--- config.mk ---
export PLATFORM = sky130hd
export DESIGN_NAME = perf_counter_dumper
export DESIGN_NICKNAME = d
export VERILOG_FILES = /design/src/rtl/perf_counter_dumper.sv
export SDC_FILE = /design/constraint.sdc
export NUM_CORES = 1
export LEC_CHECK = 0
export ABC_AREA = 1
export CAP_MARGIN = 20
export CORE_ASPECT_RATIO = 1.25
export CORE_MARGIN = 2
export CORE_UTILIZATION = 43
export CTS_CLUSTER_SIZE = 24
export DETAILED_ROUTE_END_ITERATION = 6
export PLACE_DENSITY = 0.87
export SLEW_MARGIN = 5
export SYNTH_ARGS = -nofsm -noshare
export SYNTH_HDL_FRONTEND = slang
export SYNTH_SLANG_ARGS = --single-unit
--- constraint.sdc ---
create_clock -name clk -period 2.2 [get_ports clk]
set_input_delay 0.44 -clock clk [delete_from_list [all_inputs] [get_ports clk]]
set_output_delay 0.44 -clock clk [all_outputs]
set_load 0.005 [all_outputs]
--- src/rtl/perf_counter_dumper.sv ---
// Debug-side bus initiator that walks every performance counter, reads it, optionally
// clears it, and streams {index, value} records to a valid/ready consumer.
module perf_counter_dumper #(
  parameter int NUM_COUNTERS   = 12,
  parameter int TIMEOUT_CYCLES = 64
) (
  input  logic        clk,
  input  logic        rst,
  input  logic        start,
  input  logic        clear_after_read,
  output logic        busy,
  output logic        done,
  output logic        err,
  output logic [31:0] mem_addr,
  output logic        mem_read,
  output logic        mem_write,
  output logic [31:0] mem_wdata,
  input  logic        mem_resp,
  input  logic [31:0] mem_rdata,
  output logic        out_valid,
  input  logic        out_ready,
  output logic [3:0]  out_index,
  output logic [31:0] out_data
);

  localparam int TW = (TIMEOUT_CYCLES > 2) ? $clog2(TIMEOUT_CYCLES) : 1;
  localparam logic [TW-1:0] TIMEOUT_LAST = TW'(TIMEOUT_CYCLES - 1);
  localparam logic [3:0]    LAST_IDX     = 4'(NUM_COUNTERS - 1);

  // Address tags of the counter window, in declaration (= dump) order.
  typedef enum logic [7:0] {
    ICACHE_HIT       = 8'd0,
    ICACHE_MISS      = 8'd1,
    DCACHE_HIT       = 8'd2,
    DCACHE_MISS      = 8'd3,
    L2_HIT           = 8'd4,
    L2_MISS          = 8'd5,
    EWB_WRITES       = 8'd6,
    BRANCH_TOTAL     = 8'd7,
    BRANCH_CORRECT   = 8'd8,
    BRANCH_INCORRECT = 8'd9,
    PREFETCH_HIT     = 8'd10,
    PREFETCH_READ    = 8'd11
  } counter_addr_t;

  typedef enum logic [2:0] {
    IDLE = 3'd0,
    RD   = 3'd1,
    CLR  = 3'd2,
    EMIT = 3'd3,
    FIN  = 3'd4
  } state_t;

  function automatic counter_addr_t tag_of(input logic [3:0] i);
    case (i)
      4'd0:    tag_of = ICACHE_HIT;
      4'd1:    tag_of = ICACHE_MISS;
      4'd2:    tag_of = DCACHE_HIT;
      4'd3:    tag_of = DCACHE_MISS;
      4'd4:    tag_of = L2_HIT;
      4'd5:    tag_of = L2_MISS;
      4'd6:    tag_of = EWB_WRITES;
      4'd7:    tag_of = BRANCH_TOTAL;
      4'd8:    tag_of = BRANCH_CORRECT;
      4'd9:    tag_of = BRANCH_INCORRECT;
      4'd10:   tag_of = PREFETCH_HIT;
      4'd11:   tag_of = PREFETCH_READ;
      default: tag_of = ICACHE_HIT;
    endcase
  endfunction

  state_t        state, state_next;
  logic [3:0]    idx, idx_next;
  logic [31:0]   data, data_next;
  logic          err_next;
  logic          clear_mode, clear_mode_next;
  logic [TW-1:0] tcnt;
  logic          in_access;
  logic          timeout;
  counter_addr_t tag;

  assign tag       = tag_of(idx);
  assign in_access = (state == RD) || (state == CLR);
  assign timeout   = in_access && !mem_resp && (tcnt == TIMEOUT_LAST);

  always_ff @(posedge clk or posedge rst) begin
    if (rst) begin
      state      <= IDLE;
      idx        <= '0;
      data       <= '0;
      err        <= 1'b0;
      clear_mode <= 1'b0;
    end else begin
      state      <= state_next;
      idx        <= idx_next;
      data       <= data_next;
      err        <= err_next;
      clear_mode <= clear_mode_next;
    end
  end

  // Access timer restarts on every state change, so each RD/CLR gets its own budget.
  always_ff @(posedge clk or posedge rst) begin
    if (rst) begin
      tcnt <= '0;
    end else if (state_next != state) begin
      tcnt <= '0;
    end else if (in_access && !mem_resp) begin
      tcnt <= tcnt + TW'(1);
    end
  end

  // Stream handshake: a record transfers on a rising edge where out_valid & out_ready;
  // while out_valid is high and out_ready low, out_index/out_data do not change.
  always_comb begin
    state_next      = state;
    idx_next        = idx;
    data_next       = data;
    err_next        = err;
    clear_mode_next = clear_mode;
    mem_read        = 1'b0;
    mem_write       = 1'b0;
    mem_addr        = 32'h0;
    out_valid       = 1'b0;
    out_index       = 4'h0;
    out_data        = 32'h0;
    done            = 1'b0;

    case (state)
      IDLE: begin
        if (start) begin
          state_next      = RD;
          idx_next        = 4'h0;
          err_next        = 1'b0;
          clear_mode_next = clear_after_read;
        end
      end
      RD: begin
        mem_read = 1'b1;
        mem_addr = {24'h0, tag};
        if (mem_resp) begin
          data_next  = mem_rdata;
          state_next = clear_mode ? CLR : EMIT;
        end else if (timeout) begin
          // An unreadable counter is reported as all-ones and left uncleared.
          data_next  = 32'hFFFF_FFFF;
          err_next   = 1'b1;
          state_next = EMIT;
        end
      end
      CLR: begin
        mem_write = 1'b1;
        mem_addr  = {24'h0, tag};
        if (mem_resp) begin
          state_next = EMIT;
        end else if (timeout) begin
          err_next   = 1'b1;
          state_next = EMIT;
        end
      end
      EMIT: begin
        out_valid = 1'b1;
        out_index = idx;
        out_data  = data;
        if (out_ready) begin
          if (idx == LAST_IDX) begin
            state_next = FIN;
          end else begin
            idx_next   = idx + 4'd1;
            state_next = RD;
          end
        end
      end
      FIN: begin
        done       = 1'b1;
        state_next = IDLE;
      end
      default: begin
        state_next = IDLE;
      end
    endcase
  end

  assign busy      = (state != IDLE);
  assign mem_wdata = 32'h0;

endmodule

==> impl_metrics.toml, run 1 <==
# physical design summary
[outcome]
status = "complete, no violations"

[worst_hold_path]
min_path_type = "primary input to async pin"

[place]
hpwl_mm = 4.59
portBuffers = 83

[synth]
avgSynthCellArea_um2 = 7.93
ys_sh_aoi_pct = 7.87
netlist.area_leader.share_pct = 42.0
area_leaders = "dfrtp_1, buf_4, nor3_1"
ys_sh_simple_pct = 22.2

[setup_path]
cp_cell_sequence = "buf_4, nand3_4, buf_12, nor2_1, clkdlybuf4s50_1"
cp_max_fo = 24
criticalPathCategory = "flip-flop to output pin"
required_ns = 1.76
cp-startpoint = "state[1]"
cp.arrival_ns = 1.72
rr_endpoint = "tcnt[0]"

[clock_network]
cts_hold_buf = 0
cts_sinks = 47
clock_latency_ns = 0.30

[sta]
slew_violations = 0
skew_ns = 0.00781
finalCritPeriodShare_pct = 98.4
hold_violations = 0

[route]
vias_per_cell = 4.47
dr_total_vias = 2366
routed-wl-met3_um = 344
wl_per_cell_um = 11.7

[floorplan]
fp_util_pct = 44.8
core_area_um2 = 6250
rows = 32

[global_route]
grt_pass1_wl_mm = 9.58

[pwr]
power_density_nw_per_um2 = 1050

[final_layout]
final_core_util_pct = 60.4
syn_to_final_growth_pct = 34.8
[run 1: logic make-up after synthesis]
logic type / count (synthesis)
simple gates: 127
fa+ha+maj: 2
compound gates: 43
flops: 47
other cells: 1
xor+xnor: 4
buf+inv: 129
[run 1: where the power goes]
part	switching (mW)	internal, mW
sequential	0.120	1.19
combinational	1.14	0.987
clock	0.288	0.221
total	1.55	2.40
[run 1: per-stage QoR]
stage	hold WS (ns)	setup slack, ns	setup TNS [ns]	area [um2]
global placement	0.472	0.178	0	3520
detailed placement	0.482	0.117	0	3520
floorplan	0.449	0.644	0	3020
finish	0.452	0.0359	0	3770
global route	0.475	-0.00672	-0.0222	3770
CTS	0.453	-0.0359	-0.0371	3650
[run 1: cells in the final DEF, fill, tap and decap left out, types with 3 or more instances in the layout]
| cell type | n |
|---|---|
| conb_1 | 60 |
| clkdlybuf4s50_1 | 49 |
| inv_1 | 47 |
| nor2_1 | 46 |
| dfrtp_1 | 45 |
| nor3_1 | 39 |
| a21oi_1 | 35 |
| dlymetal6s2s_1 | 31 |
| nand2_1 | 20 |
| buf_4 | 11 |
| nand3_1 | 8 |
| inv_2 | 7 |
| o21ai_0 | 5 |
| clkbuf_8 | 5 |
| nand3_4 | 3 |
| nand2_2 | 3 |
| nand4_1 | 3 |
| xor2_1 | 3 |
| dlygate4sd2_1 | 3 |
[run 1: what timing repair did]
action | 4_1_cts | 5_1_grt
setup endpoints to repair | 19 | 39
setup buffers | 5 | 2
resized | 6 | 40
[run 1: area by class of cell]
class                      count  area [um2]
inverter                      56         215
clock buffer                   5        68.8
sequential                    47        1180
tap                           85         106
timing repair buffer          97        1040
clock inverter                 3        20.0
fill                         564        2470
multi-input combinational    236        1140
[run 1: state kept, by name, summed over array words and instances (netlist names)]
register,count
clear_mode,1
data,32
err,1
idx,4
state,3
tcnt,6
Run 1, port wiring:
Bar = 20 um.
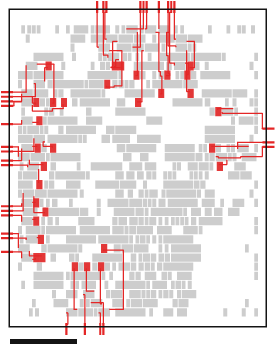
port	color	bits	direction	edge	end cells	buffers	wire
mem_rdata	red	32	input	15 west, 10 north, 4 south, 3 east	32	32	569 um

Run 1, register map, names as in the netlist:
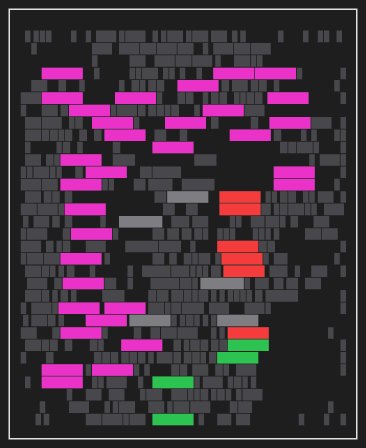
netlist name	color	sequential cells
tcnt	red	6
data	magenta	32
idx	green	4
not colored	5
flop share of the area: 31.2%
seq pwr: 1.31 mW

Run 1, metal 1:
Supply wires on this layer in gray.
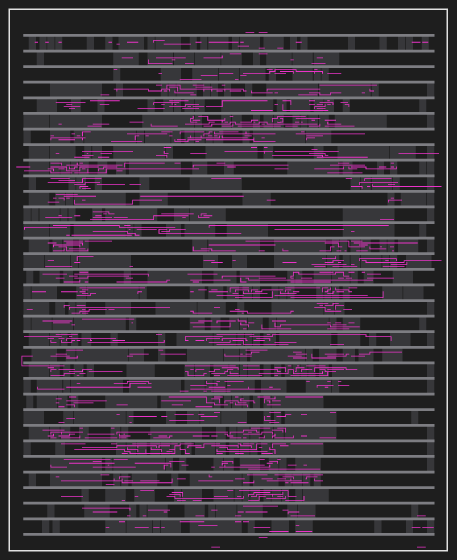
main direction	horizontal
share of all routed wire	39%
nets with wire on the layer	385
longest straight run	31.3 um

==> run 2, diff against run 1 <==
--- a/config.mk
+++ b/config.mk
@@ -6,6 +6,7 @@
 export NUM_CORES = 1
 export LEC_CHECK = 0
 export ABC_AREA = 1
+export ABC_CLOCK_PERIOD_IN_PS = 2200
 export CAP_MARGIN = 20
 export CORE_ASPECT_RATIO = 1.25
 export CORE_MARGIN = 2
@@ -13,7 +14,6 @@
 export CTS_CLUSTER_SIZE = 24
 export DETAILED_ROUTE_END_ITERATION = 6
 export PLACE_DENSITY = 0.87
-export SLEW_MARGIN = 5
 export SYNTH_ARGS = -nofsm -noshare
 export SYNTH_HDL_FRONTEND = slang
 export SYNTH_SLANG_ARGS = --single-unit
==> run 2 against run 1 <==
Die area unchanged. First-iteration DRC count is the same. Via count is the same. Core utilization unchanged. Sequential share of layout area unchanged. Fmax stayed put. Wire length unchanged.
==> impl_metrics.toml, run 2 <==
# physical design summary
[final_layout]
final_layout_top_logic_cells = "conb_1, clkdlybuf4s50_1, inv_1"
fillCellCount = 564
final_core_util_pct = 60.4
comb_area_um2 = 1140
top_regs = "data x32, tcnt x6, idx x4"

[setup_path]
criticalPathCategory = "flip-flop to output pin"

[floorplan]
rows = 32
fp_util_pct = 44.8

[global_route]
grt_pass1_wl_mm = 9.58

[sta]
hold_violations = 0
setup_tns_ns = 0
fin_ws_ns = 0.0359
finalCritPeriodShare_pct = 98.4

[pwr]
power_density_nw_per_um2 = 1050

[synth]
avgSynthCellArea_um2 = 7.93
netlist.area_leader.share_pct = 42.0

[place]
place_area_um2 = 3520

[clock_network]
cts_hold_buf = 0
postCtsSetupBuffers = 5

[outcome]
status = "complete, no violations"

[route]
wl_per_cell_um = 11.7
## run 2: layer usage
layer  track usage, %  routed length [um]
met1             18.5                2440
met2             31.2                3320
met3             3.75                 344
met4             4.85                 104
met5                0                   0
## run 2: cell families (layout without fill, tap and decap cells)
group / count (synthesis) / count (layout) / synth area share, %
buf+inv: 129 / 161 / 25.6
simple gates: 127 / 127 / 22.2
flops: 47 / 47 / 42.0
compound gates: 43 / 43 / 7.87
xor+xnor: 4 / 4 / 1.25
fa+ha+maj: 2 / 2 / 0.894
other cells: 1 / 60 / 0.134
## run 2: path summary, 6_finish.rpt
check                           start          end  slack [ns]  depth (start not counted)
min reg2reg                clear_mode   clear_mode        0.50                          2
max in group asynchronous         rst     state[0]        1.24                          3
max reg2reg                   tcnt[0]      tcnt[0]        0.48                         10
min in group clk           clear_mode   clear_mode        0.50                          2
min                               rst     data[22]        0.45                          2
max                          state[1]  out_data[7]        0.04                          5
## run 2: area by class of cell
type                    instances  share of cell area [%]
inverters                      56                    5.70
clock buffers                   5                    1.82
flip-flops and latches         47                    31.2
multi-input cells             236                    30.3
clock inverters                 3                   0.531
well taps                      85                    2.82
repair buffers                 97                    27.6
## run 2: worst register-to-register path, cell delays in order, from the launching register on
cell and delay [ns]:
dfrtp_1 0.41, ha_1 0.22, nand3_1 0.09, nor2_1 0.15, nand3_2 0.12, nand2_2 0.10
nand2_4 0.16, o211ai_1 0.17, inv_2 0.05, nand2_2 0.11, nor2_1 0.06
## run 2: power breakdown
| group | total (mW) | leakage, nW | switching [mW] | internal, mW |
|---|---|---|---|---|
| Sequential | 1.31 | 0.546 | 0.120 | 1.19 |
| Clock | 0.509 | 0.0402 | 0.288 | 0.221 |
| Combinational | 2.13 | 1.75 | 1.14 | 0.987 |
| Total | 3.95 | 2.34 | 1.55 | 2.40 |
Run 2, metal 1:
Supply wires on this layer in gray.
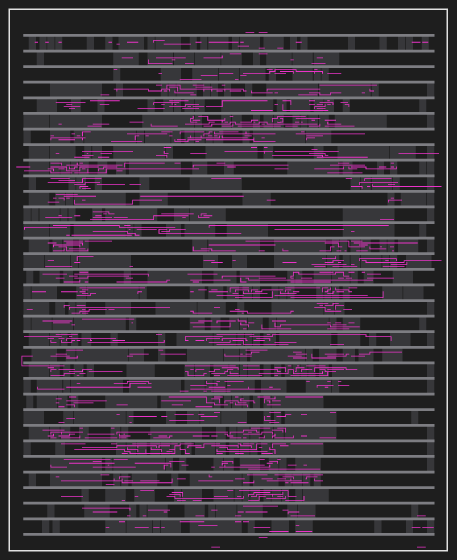
longest straight run	31.3 um
share of all routed wire	39%
GR Util met1: 18.5%
WL final: 6.21 mm
DR vias: 2,366

==> run 3, diff against run 2 <==
--- a/config.mk
+++ b/config.mk
@@ -11,7 +11,6 @@
 export CORE_ASPECT_RATIO = 1.25
 export CORE_MARGIN = 2
 export CORE_UTILIZATION = 43
-export CTS_CLUSTER_SIZE = 24
 export DETAILED_ROUTE_END_ITERATION = 6
 export PLACE_DENSITY = 0.87
 export SYNTH_ARGS = -nofsm -noshare
==> run 3 against run 2 <==
Combinational power about the same. Clock skew unchanged. Largest cell class unchanged. Highest routed layer unchanged. Critical path depth unchanged.
==> impl_metrics.toml, run 3 <==
# physical design summary
[final_layout]
largest_reg_flops = 32
top_regs = "data x32, tcnt x6, idx x4"
final_layout_top_logic_cells = "conb_1, clkdlybuf4s50_1, inv_1"
final_core_util_pct = 60.4

[pwr]
power_density_nw_per_um2 = 1050
comb_power_share_pct = 53.9
clkPwrFrac_pct = 12.9
largestPowerGroup = "combinational logic"
combinationalPower_mw = 2.13
powerClk_mw = 0.509
p_sw_share_pct = 39.3
p_int_mw = 2.40
p_switching_mw = 1.55
seqPwrFrac_pct = 33.2
pg_seq_mw = 1.31

[synth]
avgSynthCellArea_um2 = 7.93
netlist.area_leader.share_pct = 42.0
enable_flop_cells = 0
top_cells_by_count = "buf_4, inv_1, dfrtp_1, nor2_1, nor3_1"

[sta]
fin_hold_ws_ns = 0.452
hold_violations = 0
setup_tns_ns = 0
finalCritPeriodShare_pct = 98.4
fin_ws_ns = 0.0359

[floorplan]
die_x_um = 76.2
fp_util_pct = 44.8
dieArea_um2 = 7170
rows = 32

[clock_network]
cts_hold_buf = 0
clk_path_buf_depth = 2
postCtsSetupBuffers = 5

[route]
wl_per_cell_um = 11.7
wl_mm = 6.21
dr_total_vias = 2366
highest_layer = "met4"
met2_length_mm = 3.32
met1_length_mm = 2.44
routed-wl-met3_um = 344

[global_route]
grt_pass1_wl_mm = 9.58

[outcome]
status = "complete, no violations"

[setup_path]
end_kind = "output pin"
cp_max_fo = 24
critPathSlowestCell = "clkdlybuf4s50_1"
criticalPathCategory = "flip-flop to output pin"

[place]
place_area_um2 = 3520
dp_slack_ns = 0.117
==> run 3: cell counts in the layout (fill, tap and decap cells not counted) <==
Identical to the previous run, type by type.
==> run 3: final cells by class <==
type                            instances  area, um2
Timing Repair Buffer                   97       1040
Inverter                               56        215
Tap cell                               85        106
Fill cell                             564       2470
Multi-Input combinational cell        236       1140
Clock buffer                            5       68.8
Clock inverter                          3       20.0
Sequential cell                        47       1180
==> run 3: cells by family (layout without fill, tap and decap cells) <==
| family | after synthesis | count (layout) | synth area share (%) |
|---|---|---|---|
| and+or+nand+nor | 127 | 127 | 22.2 |
| DFF | 47 | 47 | 42.0 |
| xor gates and xnor gates | 4 | 4 | 1.25 |
| other | 1 | 60 | 0.134 |
| adders and majority gates | 2 | 2 | 0.894 |
| buffers and inverters | 129 | 161 | 25.6 |
| AOI/OAI and AO/OA | 43 | 43 | 7.87 |
==> run 3: per-layer routing <==
layer / global-route usage [%] / up-vias
met3: 3.75 / 11
met1: 18.5 / 1101
li1: - / 1165
met2: 31.2 / 89
met5: 0 / -
met4: 4.85 / 0
==> run 3: worst paths after layout <==
| check | startpoint | end | slack (ns) | cells after the start |
|---|---|---|---|---|
| setup / recovery | state[1] | out_data[7] | 0.04 | 5 |
| hold / removal | rst | data[22] | 0.45 | 2 |
| setup reg to reg | tcnt[0] | tcnt[0] | 0.48 | 10 |
| hold reg to reg | clear_mode | clear_mode | 0.50 | 2 |
| max in group asynchronous | rst | state[0] | 1.24 | 3 |
| min in group clk | clear_mode | clear_mode | 0.50 | 2 |
==> run 3: worst max-delay path: cells and delay by family (launching register included) <==
family,cells,cell delay [ns]
DFF,1,0.42
buffers and inverters,3,0.82
and+or+nand+nor,2,0.18
Run 3, the metal 2 layer:
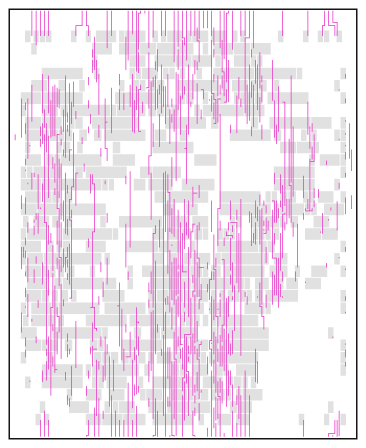
share of all routed wire	53%
nets with wire on the layer	419
longest straight run	34.7 um
wire length on this layer	3,320 um
main direction	vertical

Power is estimated from default activity; no workload was simulated.
